==> config.mk <==
export PLATFORM = sky130hd
export DESIGN_NAME = soc_system_sysid_cmp
export DESIGN_NICKNAME = d
export VERILOG_FILES = /design/src/rtl/soc_system_sysid_pkg.sv /design/src/rtl/soc_system_sysid_cmp.sv
export SDC_FILE = /design/constraint.sdc
export NUM_CORES = 1
export LEC_CHECK = 0
export ABC_AREA = 1
export CORE_MARGIN = 1
export CORE_UTILIZATION = 36
export DETAILED_ROUTE_END_ITERATION = 10
export PLACE_DENSITY = 0.91
export SETUP_SLACK_MARGIN = 0.02
export SLEW_MARGIN = 40
export SYNTH_ARGS = -nofsm -noshare
export SYNTH_HDL_FRONTEND = slang
export SYNTH_SLANG_ARGS = --single-unit
==> constraint.sdc <==
create_clock -name clock -period 1.8 [get_ports clock]
set_input_delay 0.36 -clock clock [delete_from_list [all_inputs] [get_ports clock]]
set_output_delay 0.36 -clock clock [all_outputs]
set_load 0.05 [all_outputs]
==> src/rtl/soc_system_sysid_pkg.sv <==
// Shared types and constants for the system-ID self-check sequencer and its compare unit.
package soc_system_sysid_pkg;

  typedef enum logic [1:0] {
    S_RD_ID = 2'd0,
    S_RD_TS = 2'd1,
    S_IDLE  = 2'd2
  } state_e;

  localparam logic SYSID_WORD_ID = 1'b0;
  localparam logic SYSID_WORD_TS = 1'b1;

  localparam int FAIL_CNT_W = 8;
  localparam int SETTLE_W   = 4;

  function automatic logic [FAIL_CNT_W-1:0] sat_inc(input logic [FAIL_CNT_W-1:0] v);
    return (&v) ? v : v + 1'b1;
  endfunction

endpackage

==> src/rtl/soc_system_sysid_cmp.sv <==
// Settle counter and word compare: waits SETTLE_CYCLES on the selected word, then
// flags sample; the word-0 result is held for the completion cycle of word 1.
module soc_system_sysid_cmp
  import soc_system_sysid_pkg::*;
#(
  parameter logic [31:0] EXPECTED_ID   = 32'hACD51302,
  parameter logic [31:0] EXPECTED_TS   = 32'h54ACDB4B,
  parameter int          SETTLE_CYCLES = 1
) (
  input  logic        clock,
  input  logic        reset_n,
  input  logic        en,
  input  logic        word_sel,
  input  logic [31:0] rdata,
  output logic        sample,
  output logic        hit,
  output logic        id_hit_q
);

  logic [SETTLE_W-1:0] cnt_q;

  assign sample = en && (cnt_q == SETTLE_W'(SETTLE_CYCLES - 1));
  assign hit    = (rdata == ((word_sel == SYSID_WORD_TS) ? EXPECTED_TS : EXPECTED_ID));

  // NOTE: sequential state uses non-blocking assignments so every register
  // samples pre-edge values regardless of block ordering.
  always_ff @(posedge clock or negedge reset_n) begin
    if (!reset_n) begin
      cnt_q    <= '0;
      id_hit_q <= 1'b0;
    end else begin
      if (!en || sample) cnt_q <= '0;
      else               cnt_q <= cnt_q + 1'b1;
      if (sample && (word_sel == SYSID_WORD_ID)) id_hit_q <= hit;
    end
  end

endmodule

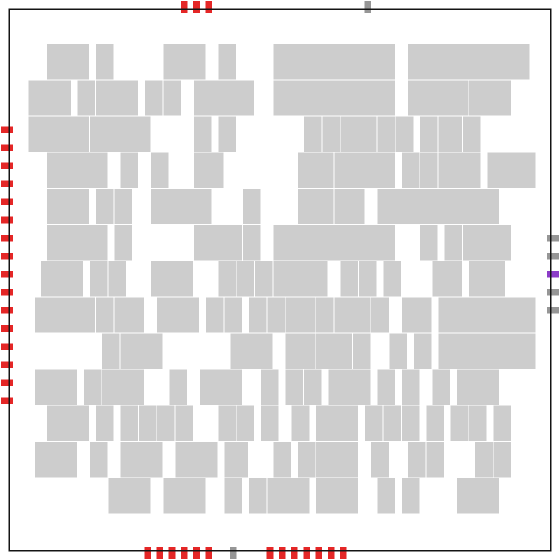
run_1/pins.png
Pins as bars across the die edge, other pins in gray.
- rdata: red (pins 32; direction input; edge 16 west, 13 south, 3 north)
- id_hit_q: purple (pins 1; direction output; edge east)
- all pins by edge: 16 west, 14 south, 5 east, 4 north
Die Width: 40.6 um
height of the die: 40.6 um
IO Port Bufs: 38

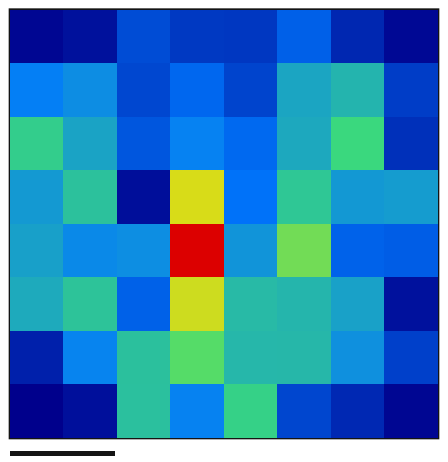
run_1/wire_density.png
The bar under the picture is 10 um long. The die is cut into 8 by 8 equal tiles; dark blue is low, red is high, scaled to the fullest tile. Values are wire area over tile area, all layers added.
- densest ninth of the die: center
- nearly empty tiles: 6.2%
- mean over tiles: 0.13

==> results.txt, run 1 <==
run results: placed inst area=963 um2, r2r startpoint=cnt_q[0], initial core utilization=39.8%, flop2flop setup slack=560 ps, Yosys top cell by area=dfrtp_1, Final Power=364 uW, DR vias/cell=4.29, max reg flops=4, Max Cap Violations=0, core area=1350 um2, Startpoint Class=input port, Synth Cell Area=537 um2, Worst Path Required=1440 ps, Area Overhead vs Synth=82.3%, Tool Warnings=27, slowest stage cell, crit path=dlygate4sd2_1, Non-clk invs=25, P_comb=124 uW, buffer and inverter count on the worst path=3, fin nets=181, top cells, area=dfrtp_1 (23%), nand2_1 (20%), nor2_1 (18%), inv_1 (17%), nor2_2 (5.8%), clk_lat worst skew=230 ps, Cells after Synth=98, final std cells w/o fill=157, clock distribution power=123 uW, Overflow after GRT=0, Num CTS Buffers=3, first-pass GRT wire length=1960 um, largest net degree at the start of global routing=6, Finished Cell Area=978 um2, Final WS setup=172 ps, Commonest Layout Cell=nand2_1, Combinational Gates=68, registers=5, CP Capture Type=output pin, Clock Skew=0.230 ps, Seq power=117 uW, Nets at Floorplan=136, Hold WC Path Type=input port to asynchronous set/reset pin, CTS clk-pin slew, worst paths=40 ps, status=finished clean, die footprint=1650 um2, largest power group=combinational logic, CP max FO=2
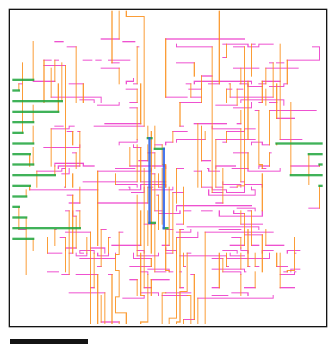
run_1/metal_stack.png
The bar under the picture is 10 um long.
- met4: blue (wire length 21.1 um)
- met2: orange (wire length 699 um)
- met1: magenta (wire length 539 um)
- met3: green (wire length 62.3 um)
gr usage total: 16.8%
wire per inst: 8.41 um
vias post-DR: 674
Total Wirelength: 1320 um

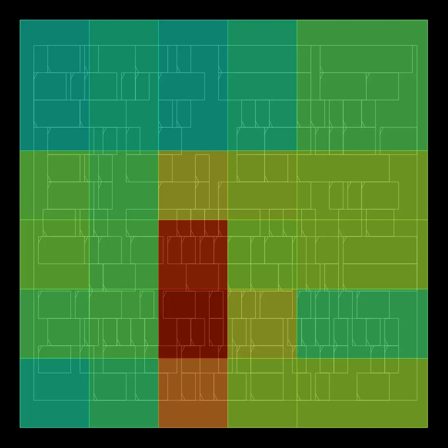
run_1/final_congestion.png
met2 Use GR: 34.1%
met3 Usage GRT: 0.543%
Final Core Density: 72.5%
GRT busiest layer: met2
routing usage on met1: 17.9%

run 1: cells in the mapped netlist:
master   number
dfrtp_1       5
ha_1          2
inv_1        24
inv_2         1
nand2_1      28
nand2_2       1
nand3_1       1
nand3_2       1
nor2_1       26
nor2_2        5
nor2_4        1
o21ai_2       1
xnor2_1       1
xor2_1        1
run 1: how the worst max path moves through the flow:
stage	cells after the start	slack [ps]	endpoint
after floorplan	7	280	id_hit_q
after global placement	9	-120	hit
after detailed placement	8	-180	hit
after CTS	7	20	hit
after global routing	8	70	hit
final	8	170	hit
run 1: layer usage:
metal | vias to the layer above | part of all wire, % | track usage [%]
met4 | 0 | 1.6 | 5.83
met1 | 280 | 41 | 17.9
li1 | 365 | - | -
met2 | 25 | 53 | 34.1
met3 | 4 | 4.7 | 0.543
met5 | - | 0 | 0
==> run 1 -> run 2 <==
--- a/config.mk
+++ b/config.mk
@@ -7,9 +7,10 @@
 export LEC_CHECK = 0
 export ABC_AREA = 1
 export CORE_MARGIN = 1
-export CORE_UTILIZATION = 36
+export CORE_UTILIZATION = 37
+export CTS_BUF_LIST = sky130_fd_sc_hd__clkbuf_4
 export DETAILED_ROUTE_END_ITERATION = 10
-export PLACE_DENSITY = 0.91
+export PLACE_DENSITY = 0.93
 export SETUP_SLACK_MARGIN = 0.02
 export SLEW_MARGIN = 40
 export SYNTH_ARGS = -nofsm -noshare
==> constraint.sdc (replaced) <==
create_clock -name clock -period 1.8 [get_ports clock]
set_input_delay 0.36 -clock clock [delete_from_list [all_inputs] [get_ports clock]]
set_output_delay 0.36 -clock clock [all_outputs]
set_load 0.01 [all_outputs]
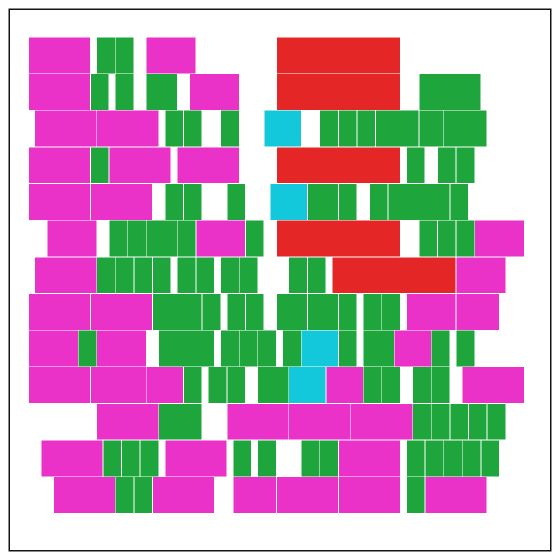
run_2/cell_classes.png
- all other logic: green (cells 93)
- other buffers and delay cells: magenta (cells 41)
- clock drivers and dummy loads: cyan (cells 4)
- flip-flops: red (cells 5)

==> results.txt, run 2 <==
run results: registers=5 (unchanged), ys async rst share=100% (unchanged), status=finished clean, Top FF cell, synth=dfrtp_1, DR WL met3=97 um (+56%), flip-flops with a built-in enable=0 (unchanged), Worst Path Required=1440 ps (about the same), Final Power=382 uW (+4.9%), Non-clk invs=25 (unchanged), Cells after Synth=98 (unchanged), routing usage on met1=17.4% (-0.47 points), wire per inst=9.06 um (+7.8%), top cells, area=dfrtp_1 (23%), nand2_1 (20%), nor2_1 (18%), inv_1 (17%), nor2_2 (5.8%), highest routed layer=met3, Commonest Layout Cell=nand2_1, Num CTS Buffers=3 (unchanged), Max Cap Violations=0 (unchanged), CTS clk-pin slew, worst paths=40 ps (about the same), M1 WL=568 um (+5.6%), initial core utilization=40.7% (+0.98 points), fin nets=182 (+0.55%), buffer and inverter count on the worst path=2 (-1), met3 Usage GRT=5.56% (+5.0 points), WP depth=7 (-1), met2 Use GR=40.3% (+6.2 points), Tool Warnings=28 (+3.7%), commonest cells in the netlist=nand2_1 (28), nor2_1 (26), inv_1 (24), Overflow after GRT=0 (unchanged), Startpoint Class=input port, gr usage total=19.7% (+2.9 points), Final Core Density=80.1% (+7.6 points), Final WS setup=107 ps (-65.4 ps), Yosys top cell by instances=nand2_1, Area Overhead vs Synth=96.5%, CP Capture Type=output pin, max reg flops=4 (unchanged), Total Wirelength=1430 um (+8.5%), largest net degree at the start of global routing=6 (unchanged), core area=1320 um2 (-2.4%), Combinational Gates=68 (unchanged), DR vias/cell=4.31 (+0.40%), clock distribution power=140 uW (+10%), Synth Cell Area=537 um2 (unchanged), Die Width=40.1 um (-1.3%), first-pass GRT wire length=2150 um (+9.5%), CP max FO=2 (unchanged), P_comb=125 uW (about the same), final std cells w/o fill=158 (+0.64%), Hold WC Path Type=input port to asynchronous set/reset pin
-- run 2: worst register-to-register path: stages, from the launching register on --
cell and delay (ps):
dfrtp_1 400, inv_1 70, ha_1 130, nand2_1 60, nor2_1 120, buf_4 120
nand2_1 60, nor2_2 120, nor2_2 40
-- run 2: timing repair --
action	4_1_cts	5_1_grt
pin swaps	1	25
setup buffers	0	0
setup endpoints to repair	2	1
gates resized	7	27
-- run 2: final timing paths --
| path | startpoint | to | slack [ps] |
|---|---|---|---|
| setup / recovery | rdata[24] | hit | 110 |
| max in group asynchronous | reset_n | cnt_q[1] | 1280 |
| hold / removal | reset_n | cnt_q[2] | 330 |
| hold reg to reg | cnt_q[0] | cnt_q[0] | 490 |
| setup reg to reg | cnt_q[0] | id_hit_q | 570 |
| min in group clock | cnt_q[0] | cnt_q[0] | 490 |
Power figures rest on the tool's default switching activity, not on a simulated workload.
